`config.mk`:
```
export PLATFORM = sky130hd
export DESIGN_NAME = sram_fifo_ctrl
export DESIGN_NICKNAME = d
export VERILOG_FILES = /design/src/rtl/sram_fifo_ctrl.sv
export SDC_FILE = /design/constraint.sdc
export NUM_CORES = 1
export LEC_CHECK = 0
export CORE_MARGIN = 10
export CORE_UTILIZATION = 30
export CTS_CLUSTER_DIAMETER = 120
export DETAILED_ROUTE_END_ITERATION = 10
export SETUP_SLACK_MARGIN = 0.1
export SYNTH_ARGS = -nofsm -noshare
export SYNTH_HDL_FRONTEND = slang
export SYNTH_SLANG_ARGS = --single-unit
```
`constraint.sdc`:
```
create_clock -name clk -period 12.59 [get_ports clk]
set_clock_uncertainty 0.15 [all_clocks]
set_input_delay 2.518 -clock clk [delete_from_list [all_inputs] [get_ports clk]]
set_output_delay 2.518 -clock clk [all_outputs]
set_load 0.005 [all_outputs]
```
`src/rtl/sram_fifo_ctrl.sv`:
```
// FIFO controller around a 16x8 1R1W SRAM macro; 2-entry show-ahead output buffer, 2-cycle empty-to-valid latency.
// Full-rate valid/ready on both sides; s_ready drops when the SRAM is full, reads stall when the output buffer would overflow.
module sram_fifo_ctrl #(
  parameter int DATA_WIDTH = 8,
  parameter int ADDR_WIDTH = 4,
  parameter int DEPTH      = 1 << ADDR_WIDTH,
  parameter int CNT_WIDTH  = ADDR_WIDTH + 1
) (
  input  logic                  clk,
  input  logic                  rst_n,
  input  logic                  flush,
  input  logic                  s_valid,
  output logic                  s_ready,
  input  logic [DATA_WIDTH-1:0] s_data,
  output logic                  m_valid,
  input  logic                  m_ready,
  output logic [DATA_WIDTH-1:0] m_data,
  output logic [CNT_WIDTH-1:0]  fill_cnt,
  output logic                  sram_csb0,
  output logic [ADDR_WIDTH-1:0] sram_addr0,
  output logic [DATA_WIDTH-1:0] sram_din0,
  output logic                  sram_csb1,
  output logic [ADDR_WIDTH-1:0] sram_addr1,
  input  logic [DATA_WIDTH-1:0] sram_dout1
);

  localparam logic [ADDR_WIDTH:0] SRAM_FULL = DEPTH[ADDR_WIDTH:0];

  logic [ADDR_WIDTH-1:0] wptr, wptr_nxt, rptr, rptr_nxt;
  logic [ADDR_WIDTH:0]   sram_cnt, sram_cnt_nxt;
  logic                  infl, infl_nxt;
  logic [1:0]            ob_cnt, ob_cnt_nxt;
  logic [DATA_WIDTH-1:0] ob [2];
  logic [DATA_WIDTH-1:0] ob_nxt [2];
  logic [CNT_WIDTH-1:0]  fill_q, fill_nxt;
  logic                  wr, rd, pop, cap_hi;
  logic [2:0]            occ;

  assign s_ready = rst_n & ~flush & (sram_cnt != SRAM_FULL);
  assign wr      = s_valid & s_ready;
  assign m_valid = rst_n & (ob_cnt != 2'd0);
  assign pop     = m_valid & m_ready;

  // Words that will sit in the output buffer after this edge, before any new read lands.
  assign occ = 3'(ob_cnt) + 3'(infl) - 3'(pop);
  assign rd  = rst_n & ~flush & (sram_cnt != '0) & (occ < 3'd2);

  assign cap_hi = (ob_cnt - 2'(pop)) != 2'd0;

  assign sram_csb0  = ~wr;
  assign sram_addr0 = wptr;
  assign sram_din0  = s_data;
  assign sram_csb1  = ~rd;
  assign sram_addr1 = rptr;

  assign m_data   = ob[0];
  assign fill_cnt = rst_n ? fill_q : '0;

  always_comb begin
    wptr_nxt     = wptr;
    rptr_nxt     = rptr;
    sram_cnt_nxt = sram_cnt;
    infl_nxt     = 1'b0;
    ob_cnt_nxt   = ob_cnt;
    ob_nxt       = ob;
    if (flush) begin
      wptr_nxt     = '0;
      rptr_nxt     = '0;
      sram_cnt_nxt = '0;
      ob_cnt_nxt   = 2'd0;
    end else begin
      if (wr) wptr_nxt = wptr + ADDR_WIDTH'(1);
      if (rd) rptr_nxt = rptr + ADDR_WIDTH'(1);
      case ({wr, rd})
        2'b10:   sram_cnt_nxt = sram_cnt + 1'b1;
        2'b01:   sram_cnt_nxt = sram_cnt - 1'b1;
        default: sram_cnt_nxt = sram_cnt;
      endcase
      infl_nxt = rd;
      if (pop) ob_nxt[0] = ob[1];
      // Capture lands behind whatever survives the pop, so it may overwrite the shifted slot.
      if (infl) ob_nxt[cap_hi] = sram_dout1;
      ob_cnt_nxt = ob_cnt - 2'(pop) + 2'(infl);
    end
    fill_nxt = CNT_WIDTH'(sram_cnt_nxt) + CNT_WIDTH'(infl_nxt) + CNT_WIDTH'(ob_cnt_nxt);
  end

  always_ff @(posedge clk) begin
    if (!rst_n) begin
      wptr     <= '0;
      rptr     <= '0;
      sram_cnt <= '0;
      infl     <= 1'b0;
      ob_cnt   <= 2'd0;
      fill_q   <= '0;
    end else begin
      wptr     <= wptr_nxt;
      rptr     <= rptr_nxt;
      sram_cnt <= sram_cnt_nxt;
      infl     <= infl_nxt;
      ob_cnt   <= ob_cnt_nxt;
      fill_q   <= fill_nxt;
    end
    ob <= ob_nxt;
  end

endmodule
```
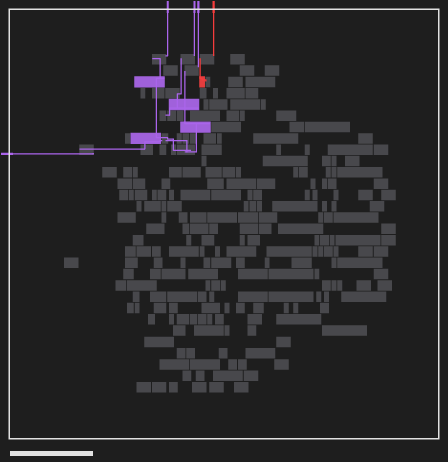
Fig. 1. Port wiring (run 1).
The bar under the picture is 20 um long.
legend:
  `sram_addr0`:
    colour: purple
    bits: 4
    direction: output
    end_cells: 4
    wire: 169 um
  `sram_csb1`:
    colour: red
    bits: 1
    direction: output
    end_cells: 1
    wire: 17.6 um

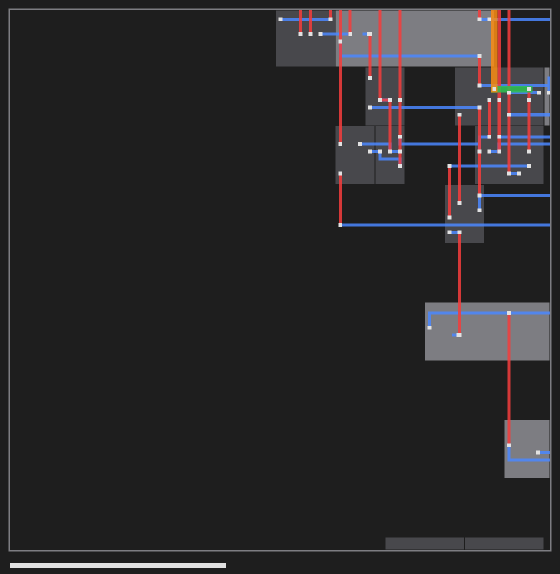
Fig. 2. Layout detail (run 1).
The bar under the picture is 10 um long. Region (13, 13) to (38, 38) um. Cells in grey, sequential cells in the stronger grey; small squares are vias.
legend:
  M4:
    colour: orange
  M1:
    colour: blue
  M3:
    colour: green
  M2:
    colour: red
most frequent: a21oi_1 (2), dfxtp_1 (2)
cells with their middle in the window: 9
netlist names of flops here include: `fill_q` (1), `sram_cnt` (1)
sequential cells in the window: 2

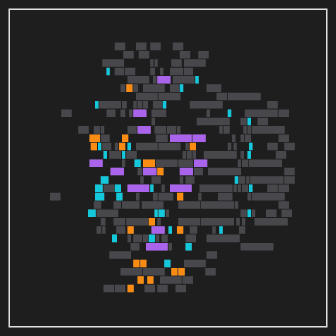
Fig. 3. Gate families picked out (run 1).
legend:
  nor cells:
    colour: cyan
    cells: 32
    most_used: nor2_1
  fa/ha/maj cells:
    colour: purple
    cells: 14
    most_used: ha_1
    where: centre
  and/or cells:
    colour: orange
    cells: 19
    most_used: and2_1

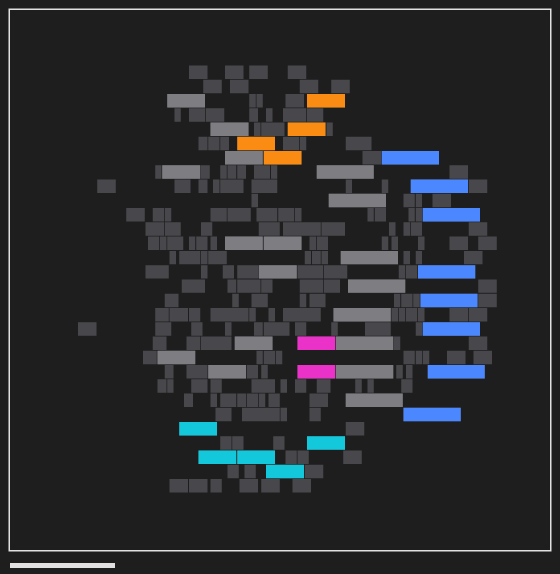
Fig. 4. Register map, names as in the netlist (run 1).
The bar under the picture is 20 um long. Other sequential cells in the stronger grey, the rest of the logic in the fainter grey.
legend:
  `ob_cnt`:
    colour: magenta
    sequential_cells: 2
  `sram_addr1`:
    colour: orange
    sequential_cells: 4
    where: north
  `m_data`:
    colour: blue
    sequential_cells: 8
    where: east
  `fill_q`:
    colour: cyan
    sequential_cells: 5
    where: south
Final Util: 36.5%
flop share of the area: 36.5%
Seq group: 129 uW
Reg area: 901 um2

==> run 1: layer usage <==
layer	share of wire [%]	global-route usage (%)
met2	48	13.4
met5	0	0
met4	1.8	3.42
met1	42	8.69
met3	7.7	3.08
==> run 1: stage by stage <==
stage               std cells  cell area [um2]  utilization (%)  hold slack, ns
floorplan                 213             2070                -           0.324
global placement          309             2390             35.4           0.325
detailed placement        309             2390             35.4           0.342
CTS                       317             2470             36.5           0.354
global route              317             2470             36.5           0.381
finish                    317             2470             36.5           0.348
==> run 1: layout by cell type, fill, tap and decap left out, drive strengths merged, types with 5 or more instances in the layout <==
cell type,n
dfxtp,21
and2,12
a21oi,7
xor2,5
nor2,20
ha,10
nand2,26
xnor2,6
nor2b,6
clkdlybuf4s50,37
clkbuf,8
inv,15
edfxtp,16
a31oi,8
==> run 1: layout make-up <==
cell class | count | area share [%]
multi-input combinational | 140 | 38.9
sequential | 37 | 36.5
timing repair buffer | 37 | 15.0
tap | 80 | 4.05
clock buffer | 8 | 3.24
inverter | 15 | 2.28
==> run 1: cell usage after synthesis, types with 2 or more instances <==
cell type	count
nand2_1	26
o21ai_1	2
buf_4	16
ha_1	10
clkbuf_1	3
nand3_1	4
fa_1	4
and2_1	12
xnor2_1	6
xor2_1	5
dfxtp_1	21
o2111a_1	4
nor3b_1	3
inv_2	4
or3_1	3
inv_1	11
edfxtp_1	16
mux2i_1	2
a311oi_1	2
nor2b_1	6
nor2_1	20
a21oi_1	6
a31oi_1	8
==> run 1: where the power goes <==
part / leakage [nW] / switching [mW] / total, mW / internal, mW
Clock: 0.0395 / 0.0394 / 0.0788 / 0.0393
Combinational: 0.579 / 0.00799 / 0.0177 / 0.00970
Sequential: 0.319 / 0.00125 / 0.129 / 0.128
==> run 1: final timing paths <==
check	startpoint	endpoint	slack [ns]	cells past startpoint
max	rst_n	sram_csb1	4.16	12
min	sram_addr0[3]	sram_addr0[3]	0.35	2
max reg2reg	ob_cnt[1]	fill_q[4]	7.71	20
min reg2reg	sram_addr0[3]	sram_addr0[3]	0.35	2
==> run 1: critical path: stages <==
cell             delay, ns
clkdlybuf4s50_1       0.68
o21a_1                0.20
nand2_1               0.20
inv_2                 0.21
ha_1                  0.28
inv_1                 0.09
nand2_1               0.06
fa_1                  0.37
xnor2_1               0.21
o2111a_1              0.41
inv_2                 0.06
clkdlybuf4s50_1       0.45
==> run 1: kinds of logic (layout without fill, tap and decap cells) <==
kind of cell    Yosys count  after routing  share of synthesized area (%)
compound gates           29             29                           10.3
simple gates             84             84                           20.7
flops                    37             37                           43.6
buf+inv                  36             60                           9.87
xor+xnor                 11             11                           4.66
mux                       2              2                          0.969
fa+ha+maj                14             14                           9.93
==> run_results.csv, run 1 <==
group,metric,value,unit
critical_path,cp_max_fo,15,
min_path,hp-class,"reg -> reg",
outcome,outcome,"finished clean",
drt,ant_nets,0,
timing,worst_pin_slew,0.554,ns
cts,holdBufCountCts,0,
timing,setup_violations,0,
critical_path,critical_path_class,"in -> out",
layout,post_route_cells_drive_above_1_share,5.49,%
floorplan,die_w,103,um
place,place_ws,4.13,ns
timing,maxSlewHeadroom,63.0,%
logic_synthesis,yosysCellCount,213,
global_route,first_global_vias,1404,
logic_synthesis,synth_top_cell_by_area,"edfxtp_1",
floorplan,fp_util,30.6,%
cts,cts_setup_buffers,0,
timing,hold_viol_final,0,
timing,rsz0062_at_grt,"no",
layout,fin_nets,271,
logic_synthesis,topCellsByArea,"edfxtp_1 23%, dfxtp_1 20%, ha_1 6.1%",
power_and_ir_drop,irDropWorstVdd,0.0380,mV
drt,wl_per_cell,13.2,um
run,warnings,27,
logic_synthesis,yosysUniqueCellTypes,42,
global_route,overflow,0,
drt,drt_iter0_markers,62,
power_and_ir_drop,finalPower,225,uW
Fig. 5: run 1, routing congestion map
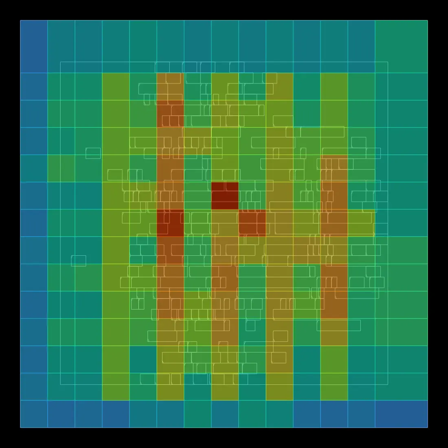

--- run 2 (diff from run 1) ---
==> constraint.sdc (replaced) <==
create_clock -name clk -period 7.2 [get_ports clk]
set_clock_uncertainty 0.15 [all_clocks]
set_input_delay 1.44 -clock clk [delete_from_list [all_inputs] [get_ports clk]]
set_output_delay 1.44 -clock clk [all_outputs]
set_load 0.005 [all_outputs]
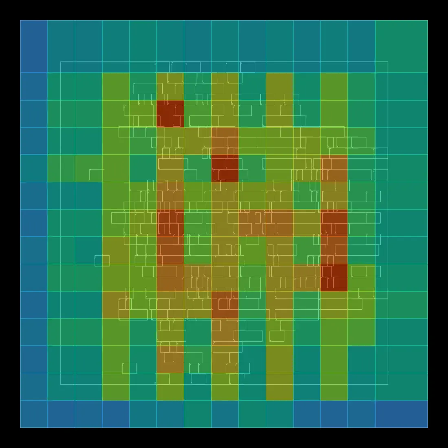
Fig. 6. Routing congestion map (run 2).
WL per Instance: 13.9 um
M3 GR Usage: 3.35%

==> run_results.csv, run 2 <==
group,metric,value,unit
critical_path,critical_path_class,"in -> reg",
timing,rsz0062_at_grt,"no",
critical_path,cpMaxStageDelayCell,"clkdlybuf4s50_1",
drt,ant_nets,0,
critical_path,cpPeakStageDelay,0.70,ns
critical_path,rr_endpoint,"fill_q[4]",
place,placed_area,0.00240,mm2
layout,fin_nets,272,
run,warnings,27,
critical_path,r2r-start,"ob_cnt[1]",
layout,final_util,37.2,%
layout,post_route_cells_drive_above_1_share,6.72,%
layout,layout_top_cells,"37 x clkdlybuf4s50_1, 26 x nand2_1, 21 x dfxtp_1",
global_route,first_global_vias,1506,
critical_path,reg2reg_slack,2.34,ns
drt,drt_iter0_markers,56,
logic_synthesis,yosysCellCount,213,
logic_synthesis,synth_top_cell_by_area,"edfxtp_1",
layout,final_common_cell,"clkdlybuf4s50_1",
outcome,outcome,"finished clean",
cts,cts_setup_buffers,0,
logic_synthesis,top_cell,"nand2_1",
floorplan,fp_util,30.6,%
critical_path,ff2ff_path_depth,20,
timing,maxSlewHeadroom,63.1,%
power_and_ir_drop,irDropWorstVdd,0.0656,mV
timing,setup_violations,0,
critical_path,cp_max_fo,15,
critical_path,path_cells,"clkdlybuf4s50_1, o21a_1, nand2_1, inv_2, ha_1, inv_1, nand2_1, fa_1, xnor2_1, o2111a_1, ha_1, inv_1, fa_1, nor2_1, a21oi_1, nor2_1, inv_1, fa_1, inv_1, o2111a_1, nor3_1",
cts,holdBufCountCts,0,
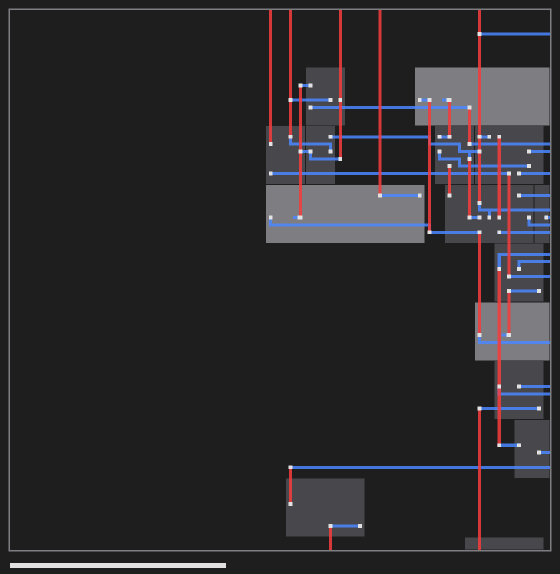
Fig. 7. Layout detail (run 2).
The bar under the picture is 10 um long. Region (13, 13) to (38, 38) um. Cells in grey, sequential cells in the stronger grey; small squares are vias.
legend:
  M2:
    colour: red
  M1:
    colour: blue
most frequent: and2_1 (3), a21oi_1 (2), dfxtp_1 (2)
sequential cells in the window: 2
netlist names of flops here include: `fill_q` (1), `sram_cnt` (1)
cells with their middle in the window: 13

-- run 2: cell counts after synthesis --
No cell type changed its count.
-- run 2: area by class of cell --
cell class,instances,area [um2]
timing repair buffer,38,378
sequential,37,901
fill,694,4240
inverter,15,56.3
multi-input combinational,140,961
clock buffer,7,86.3
clock inverter,1,30.0
tap,80,100
-- run 2: logic make-up (layout without fill, tap and decap cells) --
| kind of cell | after synthesis | count (layout) | synth area share, % |
|---|---|---|---|
| compound gates | 29 | 29 | 10.3 |
| simple gates | 84 | 84 | 20.7 |
| buf+inv | 36 | 61 | 9.87 |
| xor+xnor | 11 | 11 | 4.66 |
| flops | 37 | 37 | 43.6 |
| fa+ha+maj | 14 | 14 | 9.93 |
| mux | 2 | 2 | 0.969 |
-- run 2: worst min path at each step --
| stage | start | to | slack, ns | cells past startpoint |
|---|---|---|---|---|
| 5_1_grt | sram_addr0[3] | sram_addr0[3] | 0.39 | 2 |
| 3_3_place_gp | sram_addr0[3] | sram_addr0[3] | 0.32 | 2 |
| 4_1_cts | sram_addr0[3] | sram_addr0[3] | 0.36 | 2 |
| 2_1_floorplan | sram_addr0[3] | sram_addr0[3] | 0.32 | 2 |
| 3_5_place_dp | sram_addr1[3] | sram_addr1[3] | 0.35 | 2 |
| 6_report | sram_addr0[3] | sram_addr0[3] | 0.35 | 2 |
-- run 2: worst max-delay path, delay by kind of cell --
family	cells	cell delay (ns)
buffers and inverters	6	1.30
XOR/XNOR	1	0.22
AND-OR/OR-AND	4	0.84
AND/OR/NAND/NOR	5	0.58
adder cells (fa/ha/maj)	5	1.91
-- run 2: metal layers --
| metal | track usage [%] | up-vias | routed length, um | share of wire, % |
|---|---|---|---|---|
| met2 | 14.9 | 26 | 2260 | 51 |
| met5 | 0 | - | 0 | 0 |
| met4 | 2.89 | 0 | 57 | 1.3 |
| met1 | 9.39 | 723 | 1850 | 42 |
| li1 | - | 763 | - | - |
| met3 | 3.35 | 6 | 272 | 6.1 |
-- run 2: through the flow --
stage          total power, mW  setup WS (ns)  hold slack [ns]
2_1_floorplan            0.250           1.85            0.324
3_5_place_dp             0.262          0.580            0.345
6_report                 0.442          0.897            0.353
5_1_grt                  0.459          0.419            0.393
4_1_cts                  0.448          0.892            0.360
3_3_place_gp             0.261          0.731            0.321
-- run 2: power breakdown --
part / switching, mW / total [mW] / internal [mW]
combinational: 0.0142 / 0.0312 / 0.0170
clock: 0.0726 / 0.186 / 0.113
sequential: 0.00226 / 0.225 / 0.223
Fig. 8: run 2, gate families picked out
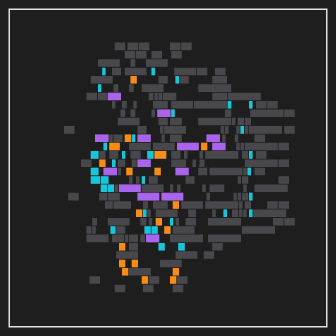

--- run 3 (diff from run 2) ---
--- a/config.mk
+++ b/config.mk
@@ -6,7 +6,7 @@
 export NUM_CORES = 1
 export LEC_CHECK = 0
 export CORE_MARGIN = 10
-export CORE_UTILIZATION = 30
+export CORE_UTILIZATION = 25
 export CTS_CLUSTER_DIAMETER = 120
 export DETAILED_ROUTE_END_ITERATION = 10
 export SETUP_SLACK_MARGIN = 0.1
==> constraint.sdc (replaced) <==
create_clock -name clk -period 7.2 [get_ports clk]
set_clock_uncertainty 0.15 [all_clocks]
set_input_delay 0.72 -clock clk [delete_from_list [all_inputs] [get_ports clk]]
set_output_delay 0.72 -clock clk [all_outputs]
set_load 0.005 [all_outputs]
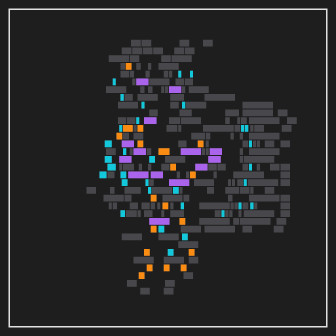
Fig. 9. Gate families picked out (run 3).
legend:
  and/or cells:
    colour: orange
    cells: 19
    most_used: and2_1
  fa/ha/maj cells:
    colour: purple
    cells: 14
    most_used: ha_1
    where: centre
  nor cells:
    colour: cyan
    cells: 32
    most_used: nor2_1
Comb area share: 38.4%
Final Non-Filler Cells: 342
dominant logic cell type in the layout: clkdlybuf4s50_1

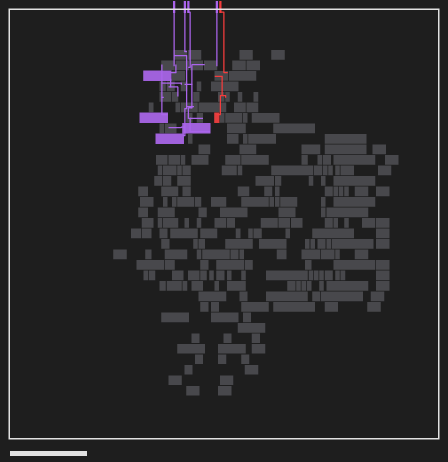
Fig. 10. Port wiring (run 3).
The bar under the picture is 20 um long.
legend:
  `sram_csb1`:
    colour: red
    bits: 1
    direction: output
    end_cells: 1
    wire: 32.2 um
  `sram_addr0`:
    colour: purple
    bits: 4
    direction: output
    end_cells: 4
    wire: 148 um

==> run_results.csv, run 3 <==
group,metric,value,unit
layout,layout_top_cells,"37 x clkdlybuf4s50_1, 26 x nand2_1, 21 x dfxtp_1",
floorplan,rows,33,
timing,setup_violations,0,
run,warnings,27,
drt,wl_per_cell,12.7,um
floorplan,coreArea,0.00813,mm2
critical_path,cpPeakStageDelay,0.70,ns
floorplan,fp_util,25.4,%
drt,drt-vias-per-instance,4.44,
timing,fmax,178,MHz
drt,num_vias,1517,
drt,drt-total-wl,4330,um
timing,maxSlewHeadroom,64.1,%
logic_synthesis,ys_warn_count,0,
critical_path,critical_path_class,"in -> reg",
drt,ant_nets,0,
critical_path,cp_max_fo,15,
logic_synthesis,top_cell,"nand2_1",
layout,fillers,827,
cts,holdBufCountCts,0,
logic_synthesis,synth_top_cell_by_area,"edfxtp_1",
timing,post-route-period-util,78.0,%
critical_path,worst_setup_path_end_kind,"flop",
drt,drt_iter0_markers,57,
logic_synthesis,ys_seq_share,43.6,%
global_route,first_global_vias,1502,
cts,cts_tree,"done",
outcome,outcome,"finished clean",
timing,fin_setup_tns,0,ns
layout,fin_nets,271,
logic_synthesis,yosysCellCount,213,
logic_synthesis,yosysUniqueCellTypes,42,
critical_path,path_cells,"clkdlybuf4s50_1, o21a_1, nand2_1, inv_2, ha_1, inv_1, nand2_1, fa_1, xnor2_1, o2111a_1, ha_1, inv_1, fa_1, nor2_1, a21oi_1, nor2_1, inv_1, fa_1, inv_1, o2111a_1, nor3_1",
cts,cts_setup_buffers,0,
critical_path,cpMaxStageDelayCell,"clkdlybuf4s50_1",
timing,holdWs,0.353,ns
timing,worst_pin_slew,0.533,ns
timing,rsz0062_at_grt,"no",
logic_synthesis,topCellsByArea,"edfxtp_1 23%, dfxtp_1 20%, ha_1 6.1%",
place,gp_congestion,0.733,
layout,post_route_cells_drive_above_1_share,6.33,%
power_and_ir_drop,irDropWorstVdd,0.0570,mV
critical_path,cp_common_cell,"inv_1",
power_and_ir_drop,p_leak,0.943,nW
run,cap_viol_max_count,0,
layout,diodes,0,
-- run 3: cell types whose count changed in the layout (fill, tap and decap cells not counted), sizes merged --
cell and change:
bufinv -1, clkbuf -1, buf -1, clkinv +2
-- run 3: cells by family after synthesis --
| group | Yosys count | share of synthesized area [%] |
|---|---|---|
| simple gates | 84 | 20.7 |
| fa+ha+maj | 14 | 9.93 |
| compound gates | 29 | 10.3 |
| mux | 2 | 0.969 |
| buf+inv | 36 | 9.87 |
| flops | 37 | 43.6 |
| xor+xnor | 11 | 4.66 |
-- run 3: worst paths after layout --
check                              startpoint       endpoint  slack, ns  cells past startpoint
worst max-delay path                    rst_n      fill_q[4]       1.58                     21
worst min register to register  sram_addr0[3]  sram_addr0[3]       0.35                      2
worst max register to register      ob_cnt[1]      fill_q[4]       2.30                     20
worst min-delay path            sram_addr0[3]  sram_addr0[3]       0.35                      2
-- run 3: worst max-delay path, delay by kind of cell --
kind / cells / cell delay, ns
adder cells (fa/ha/maj): 5 / 1.89
buffers and inverters: 6 / 1.31
AND-OR/OR-AND: 4 / 0.85
AND/OR/NAND/NOR: 5 / 0.61
XOR/XNOR: 1 / 0.23
-- run 3: report_power, final --
group | total (mW) | switching (mW) | internal [mW]
clock | 0.138 | 0.0714 | 0.0670
combinational | 0.0309 | 0.0140 | 0.0170
sequential | 0.225 | 0.00222 | 0.223
total | 0.395 | 0.0876 | 0.307
-- run 3: per-stage QoR --
stage          instance area [um2]  setup slack [ns]  instances  power, mW  utilization [%]
4_1_cts                       2500              1.57        342      0.401             30.8
2_1_floorplan                 2070              2.57        213      0.250                -
5_1_grt                       2500              1.17        342      0.412             30.8
6_report                      2500              1.58        342      0.395             30.8
3_3_place_gp                  2420              1.45        334      0.262             29.7
3_5_place_dp                  2420              1.27        334      0.261             29.7
-- run 3: final cells by class --
type | count | area, um2 | share of cell area, %
Sequential cell | 37 | 901 | 36.0
Tap cell | 105 | 131 | 5.25
Clock inverter | 2 | 10.0 | 0.400
Multi-Input combinational cell | 140 | 961 | 38.4
Timing Repair Buffer | 37 | 370 | 14.8
Inverter | 15 | 56.3 | 2.25
Clock buffer | 6 | 72.6 | 2.90
-- run 3: layer usage --
layer / track usage (%) / vias to the layer above / routed length [um]
li1: - / 762 / -
met1: 8.23 / 706 / 1980
met2: 12.0 / 43 / 2040
met3: 2.22 / 6 / 245
met4: 2.86 / 0 / 68
met5: 0 / - / 0
No activity file was given, so power comes from the tool's default toggle rates.
